Figure 1. Cell placement (run 1).
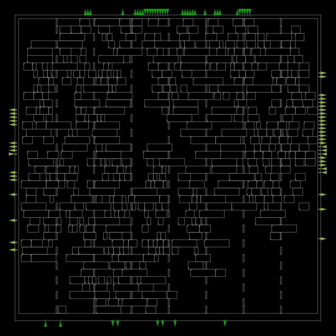
Figure 2. Placement by cell class (run 1).
(3 px per µm)
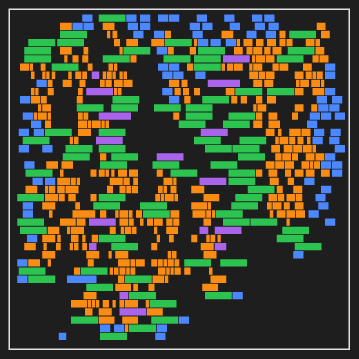
Figure 3. The metal 1 layer (run 1).
(4 px per µm) Supply wires on this layer in gray.
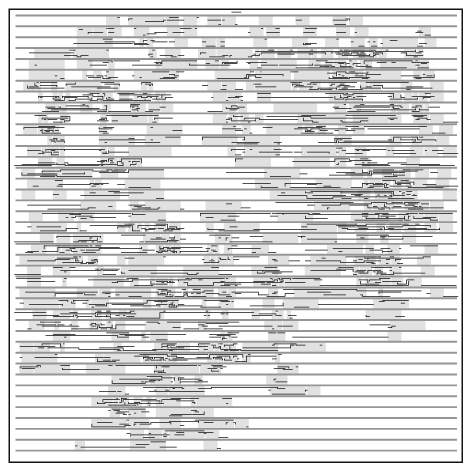
<file path="src/rtl/hazard_scoreboard_pkg.sv">
// Shared types and encodings for the hazard scoreboard and its forwarding selectors.
// Latency: n/a (declarations only).
// Backpressure: n/a.
package hazard_scoreboard_pkg;

    // Register-address width carried inside a stage entry.
    localparam int ENTRY_AW = 5;

    // Tnew at E entry: cycles until the result can be forwarded.
    localparam logic [1:0] TNEW_PC   = 2'd0;
    localparam logic [1:0] TNEW_CAL  = 2'd1;
    localparam logic [1:0] TNEW_LOAD = 2'd2;

    // Forwarding select encodings.
    localparam logic [1:0] FWD_GRF = 2'd0;
    localparam logic [1:0] FWD_E   = 2'd1;
    localparam logic [1:0] FWD_M   = 2'd2;
    localparam logic [1:0] FWD_W   = 2'd3;

    // One pipeline stage's hazard-relevant state.
    typedef struct packed {
        logic [ENTRY_AW-1:0] dest;
        logic                regwrite;
        logic [1:0]          tnew;
        logic [ENTRY_AW-1:0] rs;
        logic [ENTRY_AW-1:0] rt;
    } stage_entry_t;

    localparam stage_entry_t BUBBLE = '0;

    // Tnew one stage later; a ready result stays ready.
    function automatic logic [1:0] tnew_dec(input logic [1:0] tnew);
        return (tnew == TNEW_PC) ? TNEW_PC : tnew - 2'd1;
    endfunction

endpackage

</file>
<file path="src/rtl/hazard_scoreboard_fwd_select.sv">
// Priority comparator choosing the forwarding source of one operand from E/M/W state.
// Latency: purely combinational.
// Backpressure: none; a younger match whose result is not ready yields GRF (the stall unit holds D).
module hazard_scoreboard_fwd_select
    import hazard_scoreboard_pkg::*;
#(
    parameter int REG_AW = 5,
    parameter bit USE_E  = 1'b1
) (
    input  logic [REG_AW-1:0] src,
    input  logic [REG_AW-1:0] e_dest,
    input  logic              e_regwrite,
    input  logic [1:0]        e_tnew,
    input  logic [REG_AW-1:0] m_dest,
    input  logic              m_regwrite,
    input  logic [1:0]        m_tnew,
    input  logic [REG_AW-1:0] w_dest,
    input  logic              w_regwrite,
    output logic [1:0]        sel
);

    logic src_nz;
    logic e_match;
    logic m_match;
    logic w_match;

    // Youngest matching stage wins; a match that is not ready blocks older stages.
    always_comb begin
        src_nz  = (src != '0);
        e_match = USE_E && e_regwrite && src_nz && (e_dest == src);
        m_match = m_regwrite && src_nz && (m_dest == src);
        w_match = w_regwrite && src_nz && (w_dest == src);
        sel     = FWD_GRF;
        if (e_match) begin
            sel = (e_tnew == TNEW_PC) ? FWD_E : FWD_GRF;
        end else if (m_match) begin
            sel = (m_tnew == TNEW_PC) ? FWD_M : FWD_GRF;
        end else if (w_match) begin
            sel = FWD_W;
        end
    end

endmodule

</file>
<file path="src/rtl/hazard_scoreboard.sv">
// Tracks dest/regwrite/Tnew of E, M, W and drives D- and E-stage forwarding selects plus stall stats.
// Latency: stage state updates one edge after D presents; fwd outputs are combinational from that state.
// Backpressure: stall (or kill) inserts a bubble into E; E, M and W always advance.
module hazard_scoreboard
    import hazard_scoreboard_pkg::*;
#(
    parameter int CNT_W  = 16,
    parameter int REG_AW = 5
) (
    input  logic              clk,
    input  logic              reset_n,
    input  logic              stall,
    input  logic              kill,
    input  logic              d_valid,
    input  logic              d_regwrite,
    input  logic [REG_AW-1:0] d_dest,
    input  logic [1:0]        d_tnew,
    input  logic [REG_AW-1:0] d_rs,
    input  logic [REG_AW-1:0] d_rt,
    output logic [REG_AW-1:0] e_dest,
    output logic [REG_AW-1:0] m_dest,
    output logic [REG_AW-1:0] w_dest,
    output logic              e_regwrite,
    output logic              m_regwrite,
    output logic              w_regwrite,
    output logic [1:0]        e_tnew,
    output logic [1:0]        m_tnew,
    output logic [1:0]        fwd_d_rs,
    output logic [1:0]        fwd_d_rt,
    output logic [1:0]        fwd_e_rs,
    output logic [1:0]        fwd_e_rt,
    output logic [CNT_W-1:0]  stall_cnt,
    output logic [CNT_W-1:0]  stall_max
);

    localparam logic [CNT_W-1:0] CNT_MAX = {CNT_W{1'b1}};

    stage_entry_t      e_q;
    stage_entry_t      d_entry;
    logic [REG_AW-1:0] m_dest_q;
    logic              m_regwrite_q;
    logic [1:0]        m_tnew_q;
    logic [REG_AW-1:0] w_dest_q;
    logic              w_regwrite_q;
    logic [CNT_W-1:0]  stall_cnt_q;
    logic [CNT_W-1:0]  stall_max_q;
    logic [CNT_W-1:0]  run_q;
    logic [CNT_W-1:0]  run_next;
    logic [CNT_W-1:0]  cnt_next;

    // Entry presented by D; writes to register 0 never count as writes.
    always_comb begin
        d_entry          = BUBBLE;
        d_entry.dest     = d_dest;
        d_entry.regwrite = d_regwrite && (d_dest != '0);
        d_entry.tnew     = d_tnew;
        d_entry.rs       = d_rs;
        d_entry.rt       = d_rt;
    end

    // E captures D unless the instruction is held, discarded or absent.
    always_ff @(posedge clk or negedge reset_n) begin
        if (!reset_n) begin
            e_q <= BUBBLE;
        end else if (stall || kill || !d_valid) begin
            e_q <= BUBBLE;
        end else begin
            e_q <= d_entry;
        end
    end

    // M and W advance every cycle; Tnew counts down on the way into M.
    always_ff @(posedge clk or negedge reset_n) begin
        if (!reset_n) begin
            m_dest_q     <= '0;
            m_regwrite_q <= 1'b0;
            m_tnew_q     <= TNEW_PC;
            w_dest_q     <= '0;
            w_regwrite_q <= 1'b0;
        end else begin
            m_dest_q     <= e_q.dest;
            m_regwrite_q <= e_q.regwrite;
            m_tnew_q     <= tnew_dec(e_q.tnew);
            w_dest_q     <= m_dest_q;
            w_regwrite_q <= m_regwrite_q;
        end
    end

    // Saturating increments for the statistics counters.
    always_comb begin
        run_next = (run_q == CNT_MAX) ? CNT_MAX : run_q + 1'b1;
        cnt_next = (stall_cnt_q == CNT_MAX) ? CNT_MAX : stall_cnt_q + 1'b1;
    end

    // Total stalled cycles, current run length and the longest run seen.
    always_ff @(posedge clk or negedge reset_n) begin
        if (!reset_n) begin
            stall_cnt_q <= '0;
            stall_max_q <= '0;
            run_q       <= '0;
        end else if (stall) begin
            stall_cnt_q <= cnt_next;
            run_q       <= run_next;
            if (run_next > stall_max_q) begin
                stall_max_q <= run_next;
            end
        end else begin
            run_q <= '0;
        end
    end

    assign e_dest     = e_q.dest;
    assign e_regwrite = e_q.regwrite;
    assign e_tnew     = e_q.tnew;
    assign m_dest     = m_dest_q;
    assign m_regwrite = m_regwrite_q;
    assign m_tnew     = m_tnew_q;
    assign w_dest     = w_dest_q;
    assign w_regwrite = w_regwrite_q;
    assign stall_cnt  = stall_cnt_q;
    assign stall_max  = stall_max_q;

    hazard_scoreboard_fwd_select #(.REG_AW(REG_AW), .USE_E(1'b1)) u_fwd_d_rs (
        .src        (d_rs),
        .e_dest     (e_q.dest),
        .e_regwrite (e_q.regwrite),
        .e_tnew     (e_q.tnew),
        .m_dest     (m_dest_q),
        .m_regwrite (m_regwrite_q),
        .m_tnew     (m_tnew_q),
        .w_dest     (w_dest_q),
        .w_regwrite (w_regwrite_q),
        .sel        (fwd_d_rs)
    );

    hazard_scoreboard_fwd_select #(.REG_AW(REG_AW), .USE_E(1'b1)) u_fwd_d_rt (
        .src        (d_rt),
        .e_dest     (e_q.dest),
        .e_regwrite (e_q.regwrite),
        .e_tnew     (e_q.tnew),
        .m_dest     (m_dest_q),
        .m_regwrite (m_regwrite_q),
        .m_tnew     (m_tnew_q),
        .w_dest     (w_dest_q),
        .w_regwrite (w_regwrite_q),
        .sel        (fwd_d_rt)
    );

    // The E-stage operands can only come from older stages.
    hazard_scoreboard_fwd_select #(.REG_AW(REG_AW), .USE_E(1'b0)) u_fwd_e_rs (
        .src        (e_q.rs),
        .e_dest     ('0),
        .e_regwrite (1'b0),
        .e_tnew     (TNEW_PC),
        .m_dest     (m_dest_q),
        .m_regwrite (m_regwrite_q),
        .m_tnew     (m_tnew_q),
        .w_dest     (w_dest_q),
        .w_regwrite (w_regwrite_q),
        .sel        (fwd_e_rs)
    );

    hazard_scoreboard_fwd_select #(.REG_AW(REG_AW), .USE_E(1'b0)) u_fwd_e_rt (
        .src        (e_q.rt),
        .e_dest     ('0),
        .e_regwrite (1'b0),
        .e_tnew     (TNEW_PC),
        .m_dest     (m_dest_q),
        .m_regwrite (m_regwrite_q),
        .m_tnew     (m_tnew_q),
        .w_dest     (w_dest_q),
        .w_regwrite (w_regwrite_q),
        .sel        (fwd_e_rt)
    );

endmodule

</file>
<file path="config.mk">
export PLATFORM = sky130hd
export DESIGN_NAME = hazard_scoreboard
export DESIGN_NICKNAME = d
export VERILOG_FILES = /design/src/rtl/hazard_scoreboard_pkg.sv /design/src/rtl/hazard_scoreboard_fwd_select.sv /design/src/rtl/hazard_scoreboard.sv
export SDC_FILE = /design/constraint.sdc
export NUM_CORES = 1
export LEC_CHECK = 0
export ABC_AREA = 0
export CAP_MARGIN = 20
export CELL_PAD_IN_SITES_DETAIL_PLACEMENT = 0
export CELL_PAD_IN_SITES_GLOBAL_PLACEMENT = 2
export CORE_UTILIZATION = 36
export CTS_CLUSTER_DIAMETER = 200
export DETAILED_ROUTE_END_ITERATION = 12
export GPL_TIMING_DRIVEN = 1
export PLACE_DENSITY = 0.93
export SYNTH_ARGS = -nofsm -noshare
export SYNTH_HDL_FRONTEND = slang
export SYNTH_SLANG_ARGS = --single-unit
</file>
<file path="constraint.sdc">
create_clock -name clk -period 5.55 [get_ports clk]
set_input_delay 0.8325 -clock clk [delete_from_list [all_inputs] [get_ports clk]]
set_output_delay 0.8325 -clock clk [all_outputs]
set_load 0.05 [all_outputs]
</file>
==> flow_metrics.tcl, run 1 <==
# yosys + openroad results
set metrics [dict create \
    p_per_area_nw_per_um2 304 \
    syn_avg_cell_area_um2 10.4 \
    dp_cells 643 \
    top_cells_by_area "dfrtp_1, xnor2_1, and2_1, xor2_1, ha_1" \
    io_buffers 84 \
    via_per_inst 5.11 \
    drtIter0Drc 123 \
    required_ps 4720 \
    ir_drop_mv 0.351 \
    fin_crit_sh_pct 75.7 \
    ys_cells 426 \
    pin_count 85 \
    hold_slack_ps 333 \
    drcViolationCount 0 \
    syn_area_um2 4430 \
    fp_util_pct 36.8 \
    hpwl_mm 7.52 \
    p_leak_nw 2.51 \
    setup_slack_ps 1350 \
    rrSetupSlack_ps 1480 \
    finalSetupViolCount 0 \
    fin_setup_tns_ps 0 \
    top_cell "dfrtp_1" \
    place_ws_ps 1390 \
    worstPathMaxFanout 5 \
    status "completed" \
    clk_latency_ps 330 \
    fmax_mhz 238 \
    fin_area_um2 5710 \
    path_class "input port to primary output" \
    grt_max_degree 81 \
    fp_nets 467 \
    htreeDepth 3 \
    hp-class "input port to async pin" \
    ys_warn_count 0 \
    place_congestion 0.857 \
    warnings 26 \
    rr_worst_depth 11 \
    top_area_share_pct 45.2 \
    fp.dieH_um 113 \
    tightest_slew_ps 860 \
    rr_startpoint "run_q[0]" \
    crit_path_start_kind "input port" \
    cts-root-buf "clkbuf_16" \
    ys_area_um2 4430 \
    synth_flops 80 \
    rr_endpoint "stall_max[5]" \
    tritoncts "built" \
    syn_inst 426 \
    postPlaceCellArea_um2 5360 \
    edf_count 0 \
    overflow 0 \
    ys.flop_type "dfrtp_1" \
    async_reset_ff_share_pct 100 \
    antenna_found_initial 0 \
    slew_headroom_pct 42.4 \
    synth_seq_share_pct 45.2 \
    path_clk_slew_ps 60 \
    fin_util_pct 47.6 \
    final_common_cell "clkdlybuf4s50_1" \
    drv_slew 0 \
    wl_per_cell_um 15.4 \
    cts_hold_buf 0 \
    drt-total-wl_mm 10.2 \
    clock_sinks 80 \
    die-width_um 113 \
    cp-endpoint "fwd_d_rs[0]" \
    final_cell_mix "clkdlybuf4s50_1, dfrtp_1, and2_1, nand2_1, xnor2_1" \
]
## Picture notes: Figure 1
flop count: 80
Core Area: 12,000 µm²
fill count: 1,120
TAP cells: 147
row cnt: 40

## Picture notes: Figure 2
[blue] remaining buffers and delay cells | cells: 85
[green] sequential cells | cells: 80
[orange] combinational and other logic | cells: 332
[purple] clock drivers and dummy loads | cells: 16

## Picture notes: Figure 3
longest straight run: 37.7 µm
share of all routed wire: 45%
nets with wire on the layer: 491

## run 1: power by group
| group | total (mW) | internal [mW] | switching, mW |
|---|---|---|---|
| combinational | 0.425 | 0.168 | 0.256 |
| sequential | 0.674 | 0.623 | 0.0511 |
| clock | 0.639 | 0.399 | 0.240 |
## run 1: layout make-up
| type | count | area, µm² | area share, % |
|---|---|---|---|
| Tap cell | 147 | 184 | 3.22 |
| Sequential cell | 80 | 2000 | 35.0 |
| Timing Repair Buffer | 85 | 866 | 15.2 |
| Clock inverter | 7 | 104 | 1.82 |
| Inverter | 21 | 78.8 | 1.38 |
| Clock buffer | 9 | 225 | 3.94 |
| Multi-Input combinational cell | 311 | 2250 | 39.5 |
## run 1: flip-flops by register name, summed over array words and instances (netlist names)
register and flops:
m_regwrite 1, e_q 10, w_regwrite 1, e_dest 5, m_tnew 2, stall_max 16, run_q 16, stall_cnt 16
m_dest 5, w_dest 5, e_tnew 2, e_regwrite 1
## run 1: worst max-delay path, stage by stage
cell	delay [ps]
clkdlybuf4s50_1	600
xor2_1	170
nor4_1	80
a2111oi_0	620
mux2_2	270
clkdlybuf4s50_1	800
## run 1: per-layer routing
metal | vias to the layer above | global-route usage (%) | share of wire (%)
met4 | 0 | 8.77 | 1.7
met3 | 10 | 3.16 | 3.6
li1 | 1646 | - | -
met5 | - | 0 | 0
met2 | 66 | 29.4 | 49
met1 | 1648 | 22.0 | 45
## run 1: logic make-up (layout without fill, tap and decap cells)
kind of cell | Yosys count | count (layout) | synth area share [%]
XOR/XNOR | 63 | 63 | 12.5
AND-OR/OR-AND | 39 | 39 | 6.08
buffers and inverters | 35 | 122 | 3.93
multiplexers | 25 | 25 | 7.21
AND/OR/NAND/NOR | 166 | 166 | 20.0
adder cells (fa/ha/maj) | 18 | 18 | 5.09
flip-flops | 80 | 80 | 45.2
==> run 1 -> run 2 <==
--- a/config.mk
+++ b/config.mk
@@ -9,11 +9,11 @@
 export CAP_MARGIN = 20
 export CELL_PAD_IN_SITES_DETAIL_PLACEMENT = 0
 export CELL_PAD_IN_SITES_GLOBAL_PLACEMENT = 2
-export CORE_UTILIZATION = 36
+export CORE_UTILIZATION = 30
 export CTS_CLUSTER_DIAMETER = 200
 export DETAILED_ROUTE_END_ITERATION = 12
 export GPL_TIMING_DRIVEN = 1
-export PLACE_DENSITY = 0.93
+export PLACE_DENSITY = 0.84
 export SYNTH_ARGS = -nofsm -noshare
 export SYNTH_HDL_FRONTEND = slang
 export SYNTH_SLANG_ARGS = --single-unit
==> constraint.sdc (replaced) <==
create_clock -name clk -period 3.5 [get_ports clk]
set_input_delay 0.525 -clock clk [delete_from_list [all_inputs] [get_ports clk]]
set_output_delay 0.525 -clock clk [all_outputs]
set_load 0.05 [all_outputs]
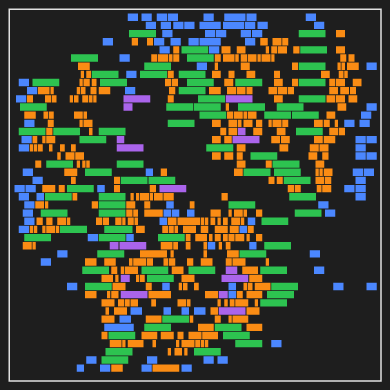
Figure 4: run 2, placement by cell class.
(3 px per µm)
row cnt: 44
Core Area: 14,500 µm²
post-route design area: 6010 µm²
Seq area share: 33.3%

==> run 2 against run 1 <==
Against the previous run: setup slack got worse by 1200 ps; power increased by 55%; sequential power grew 59%; utilization fell by 6.0 points; clock power up 41%; routed wire length rose by 8.1%; critical path depth rose by 6; design area up 5.3%; synthesized cell count unchanged; combinational power rose by 68%; count of clock-buffer cells in the layout stayed put.
==> flow_metrics.tcl, run 2 <==
# yosys + openroad results
set metrics [dict create \
    hpwl_mm 8.00 \
    setup_slack_ps 112 \
    syn_area_um2 4430 \
    grt_max_degree 81 \
    fp_util_pct 30.6 \
    drcViolationCount 0 \
    end_kind "register" \
    p_per_area_nw_per_um2 447 \
    path_buffers 2 \
    p_leak_nw 2.63 \
    synth_seq_share_pct 45.2 \
    critPathMaxStageDelay_ps 570 \
    io_buffers 84 \
    ys.flop_type "dfrtp_1" \
    worstPathMaxFanout 5 \
    grt_pass1_wl_mm 17.7 \
    cts_hold_buf 0 \
    required_ps 3720 \
    tritoncts "built" \
    drive_above_1_share_pct 15.9 \
    overflow 0 \
    top_cells_by_count "dfrtp_1, and2_1, nand2_1, xnor2_1, xor2_1" \
    fp.dieH_um 123 \
    top_cells_by_area "dfrtp_1, xnor2_1, and2_1, xor2_1, ha_1" \
    ys_area_um2 4430 \
    drtIter0Drc 99 \
    fmax_mhz 295 \
    cts.path.max_buffers 2 \
    fin_crit_sh_pct 96.8 \
    drv_slew 0 \
    syn_avg_cell_area_um2 10.4 \
    warnings 27 \
    rr_endpoint "stall_max[2]" \
    rr_startpoint "run_q[7]" \
    cp_slowest_cell "or4_4" \
    status "completed" \
    power_mw 2.69 \
    fin_setup_tns_ps 0 \
    stdcell_count 718 \
    n_antenna_cell 0 \
    rr_worst_depth 12 \
    syn_inst 426 \
    fp_nets 467 \
    path_class "register to register" \
    tightest_slew_ps 668 \
    cp_cell_sequence "buf_4 -> and4_1 -> and2_1 -> nand2_1 -> mux2_2 -> ha_1 -> nand4_1 -> or4_4 -> a21o_1 -> a31oi_4 -> buf_6 -> mux2_2" \
    edf_count 0 \
    final_antenna_net_count 0 \
    ys_cells 426 \
    place_ws_ps -14.1 \
    rrSetupSlack_ps 110 \
    antenna_found_initial 0 \
    synth_flops 80 \
    htreeDepth 3 \
    place_congestion 0.762 \
    clock_sinks 80 \
    hold_slack_ps 19.8 \
    area_delta_synth_final_pct 35.9 \
    dp_cells 694 \
    path_delay_family "simple AND/OR/NAND/NOR gates" \
    pin_count 85 \
    ys_warn_count 0 \
    synthDistinctLibCells 41 \
    cts-root-buf "clkbuf_16" \
    crit_path_start_kind "register" \
    grt_use_total_pct 15.2 \
    ir_drop_mv 0.345 \
    final_cell_mix "dfrtp_1, clkdlybuf4s50_1, and2_1, nand2_1, xnor2_1" \
    clk_latency_ps 340 \
    top_cell "dfrtp_1" \
    finalSetupViolCount 0 \
    firstDrtPassIters 4 \
    hp-class "input port to async pin" \
    top_area_share_pct 45.2 \
    via_per_inst 4.79 \
    slew_headroom_pct 54.3 \
    fin_skew_ps 6.24 \
    cp_common_cell "mux2_2" \
    postPlaceCellArea_um2 5550 \
    drt-total-wl_mm 11.0 \
    path_clk_slew_ps 70 \
    fin_util_pct 41.5 \
    wl_per_cell_um 15.3 \
    die-width_um 123 \
    async_reset_ff_share_pct 100 \
    vias 3441 \
]
run 2: where the power goes:
group	internal, mW	leakage, nW	switching [mW]
sequential	0.987	1.08	0.0824
clock	0.493	0.135	0.409
combinational	0.299	1.42	0.416
total	1.78	2.63	0.908
run 2: worst register-to-register path, stage by stage (launching register included):
cell,delay (ps)
dfrtp_1,380
buf_4,150
and4_1,220
and2_1,180
nand2_1,80
mux2_2,360
ha_1,280
nand4_1,130
or4_4,570
a21o_1,200
a31oi_4,230
buf_6,160
mux2_2,330
run 2: how the worst max path moves through the flow:
stage / endpoint / slack (ps) / depth (start not counted)
after detailed placement: stall_max[9] / -10 / 12
after global placement: stall_max[9] / 70 / 11
final: stall_max[2] / 110 / 12
after CTS: stall_max[9] / -10 / 11
after floorplan: stall_max[10] / 100 / 11
after global routing: stall_max[0] / -30 / 11
run 2: cells by family after synthesis:
family          after synthesis  share of synthesized area (%)
buf+inv                      35                           3.93
mux                          25                           7.21
xor+xnor                     63                           12.5
compound gates               39                           6.08
flops                        80                           45.2
fa+ha+maj                    18                           5.09
simple gates                166                           20.0
run 2: timing repair:
action	CTS	global route
cloned	0	0
resized	3	15
pin swaps	0	10
setup buffers	0	7
setup endpoints to repair	13	16
run 2: routing by layer:
metal	global-route usage, %	part of all wire, %	vias up
li1	-	-	1676
met1	19.8	46	1698
met2	25.2	49	60
met3	2.72	3.6	7
met4	5.20	1.1	0
met5	0	0	-
run 2: area by class of cell:
cell class | count | area, µm²
inverters | 21 | 78.8
fillers | 1404 | 8460
clock buffers | 9 | 225
repair buffers | 106 | 1070
well taps | 184 | 230
clock inverters | 7 | 61.3
flip-flops and latches | 80 | 2000
multi-input cells | 311 | 2340
==> run 2 -> run 3 <==
--- a/config.mk
+++ b/config.mk
@@ -10,7 +10,7 @@
 export CELL_PAD_IN_SITES_DETAIL_PLACEMENT = 0
 export CELL_PAD_IN_SITES_GLOBAL_PLACEMENT = 2
 export CORE_UTILIZATION = 30
-export CTS_CLUSTER_DIAMETER = 200
+export CTS_CLUSTER_DIAMETER = 60
 export DETAILED_ROUTE_END_ITERATION = 12
 export GPL_TIMING_DRIVEN = 1
 export PLACE_DENSITY = 0.84
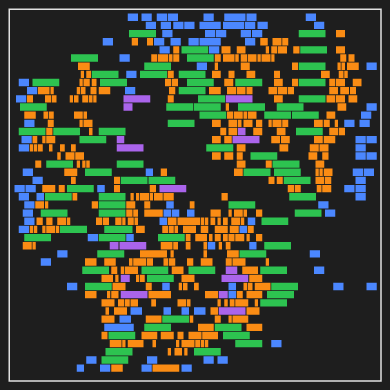
Figure 5: run 3, placement by cell class.
(3 px per µm)
[orange] combinational and other logic | cells: 332
[purple] clock drivers and dummy loads | cells: 16
[green] sequential cells | cells: 80
[blue] remaining buffers and delay cells | cells: 106

==> run 3 against run 2 <==
Against the previous run: power did not move; critical endpoint unchanged; largest power group unchanged; routed wire length did not move; non-clock buffer count did not move; setup slack did not move.
==> flow_metrics.tcl, run 3 <==
# yosys + openroad results
set metrics [dict create \
    status "completed" \
    cp_common_cell "mux2_2" \
    tritoncts "built" \
    cts.path.max_buffers 2 \
    fp.dieH_um 123 \
    firstDrtPassIters 4 \
    fmax_mhz 295 \
    path_class "register to register" \
    slew_headroom_pct 54.3 \
    clock_sinks 80 \
    syn_inst 426 \
    wl_per_cell_um 15.3 \
    rr_startpoint "run_q[7]" \
    ys.flop_type "dfrtp_1" \
    path_delay_family "simple AND/OR/NAND/NOR gates" \
    rows 44 \
    synth_seq_share_pct 45.2 \
    antenna_found_initial 0 \
    place_congestion 0.762 \
    n_antenna_cell 0 \
    cts_resized 3 \
    required_ps 3720 \
    path_buffers 2 \
    rr_worst_depth 12 \
    fin_skew_ps 6.24 \
    ys_warn_count 0 \
    end_kind "register" \
    path_clk_slew_ps 70 \
    drive_above_1_share_pct 15.9 \
    grt_use_total_pct 15.2 \
    top_cells_by_count "dfrtp_1, and2_1, nand2_1, xnor2_1, xor2_1" \
    overflow 0 \
    p_leak_nw 2.63 \
    fin_util_pct 41.5 \
    ys_area_um2 4430 \
    top_cell "dfrtp_1" \
    fp_util_pct 30.6 \
    rr_endpoint "stall_max[2]" \
    tightest_slew_ps 668 \
    grt_max_degree 81 \
    syn_avg_cell_area_um2 10.4 \
    cp_slowest_cell "or4_4" \
    synth_flops 80 \
    final_antenna_net_count 0 \
    edf_count 0 \
    die-width_um 123 \
    pin_count 85 \
    hp-class "input port to async pin" \
    clk_latency_ps 340 \
    worstPathMaxFanout 5 \
    ys_cells 426 \
    fin_crit_sh_pct 96.8 \
    warnings 27 \
    ir_drop_mv 0.345 \
    synthDistinctLibCells 41 \
    period_minus_slack_ps 3390 \
    via_per_inst 4.79 \
    final_cell_mix "dfrtp_1, clkdlybuf4s50_1, and2_1, nand2_1, xnor2_1" \
    cts_hold_buf 0 \
    htreeDepth 3 \
    top_cells_by_area "dfrtp_1, xnor2_1, and2_1, xor2_1, ha_1" \
    cts-root-buf "clkbuf_16" \
    cts_buffers 9 \
    async_reset_ff_share_pct 100 \
    rrSetupSlack_ps 110 \
    syn_area_um2 4430 \
    cp_cell_sequence "buf_4 -> and4_1 -> and2_1 -> nand2_1 -> mux2_2 -> ha_1 -> nand4_1 -> or4_4 -> a21o_1 -> a31oi_4 -> buf_6 -> mux2_2" \
    finalSetupViolCount 0 \
    power_mw 2.69 \
    fin_nets 570 \
    coreArea_um2 14500 \
    cts_setup_buffers 0 \
    drv_slew 0 \
    fp_nets 467 \
    top_area_share_pct 45.2 \
    vias 3441 \
    drcViolationCount 0 \
    crit_path_start_kind "register" \
    drtIter0Drc 99 \
    area_delta_synth_final_pct 35.9 \
    drt-total-wl_mm 11.0 \
    hpwl_mm 8.00 \
    critPathMaxStageDelay_ps 570 \
    io_buffers 84 \
    grt_pass1_vias 3475 \
    cap_violations 0 \
    p_per_area_nw_per_um2 447 \
    grt_pass1_wl_mm 17.7 \
]
run 3: cell counts after synthesis:
No cell type changed its count.
run 3: per-layer routing:
layer / part of all wire, % / routed length [µm] / global-route usage (%)
met1: 46 / 5060 / 19.8
met2: 49 / 5420 / 25.2
met4: 1.1 / 122 / 5.20
met3: 3.6 / 394 / 2.72
met5: 0 / 0 / 0
run 3: kinds of logic after synthesis:
logic type | synth area share (%)
flops | 45.2
compound gates | 6.08
mux | 7.21
fa+ha+maj | 5.09
buf+inv | 3.93
xor+xnor | 12.5
simple gates | 20.0
run 3: worst max-delay path by stage:
stage              from       endpoint  slack [ps]  cells past startpoint
3_3_place_gp   run_q[9]   stall_max[9]          70                     11
6_report       run_q[7]   stall_max[2]         110                     12
4_1_cts        run_q[0]   stall_max[9]         -10                     11
3_5_place_dp   run_q[0]   stall_max[9]         -10                     12
2_1_floorplan  run_q[4]  stall_max[10]         100                     11
5_1_grt        run_q[9]   stall_max[0]         -30                     11
run 3: cell type report:
cell class                 count  area (µm²)
tap                          184         230
sequential                    80        2000
clock inverter                 7        61.3
fill                        1404        8460
multi-input combinational    311        2340
timing repair buffer         106        1070
inverter                      21        78.8
clock buffer                   9         225
run 3: per-stage QoR:
stage | worst slack (ps) | hold WS [ps] | instance area [µm²] | std cells | setup TNS, ps
floorplan | 97.8 | 229 | 4430 | 426 | 0
global placement | 72.4 | 447 | 5550 | 694 | 0
detailed placement | -14.1 | 448 | 5550 | 694 | -62.9
CTS | -12.4 | 409 | 5850 | 710 | -50.3
global route | -32.0 | 23.4 | 6010 | 718 | -251
finish | 112 | 19.8 | 6010 | 718 | 0
run 3: power by group:
group	leakage, nW	switching, mW	internal [mW]
Combinational	1.42	0.416	0.299
Sequential	1.08	0.0824	0.987
Clock	0.135	0.409	0.493
Total	2.63	0.908	1.78

## Gallery

Cell area per tile.
image #1
(3 px per µm) 11 x 11 tiles, from dark blue (low) to red (high), 0 to 100% covered.
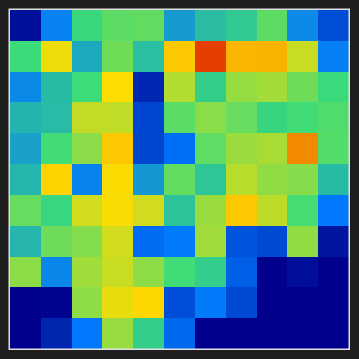
image #2
(3 px per µm) 12 x 12 tiles, from dark blue (low) to red (high), 0 to 100% covered.
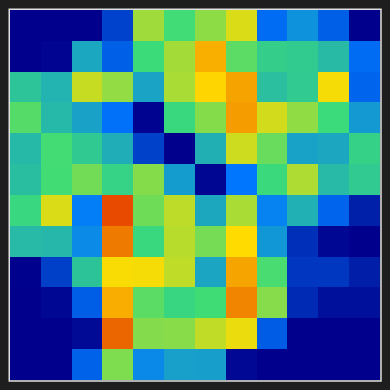
Image #1 is run 1.
Image #2 is run 2.
Of these, largest die: image #2

Key to image #2:
nearly empty tiles: 18%
tiles over 75% full: 7.6%
mean over tiles: 38%

Power and IR drop assume default switching activity.
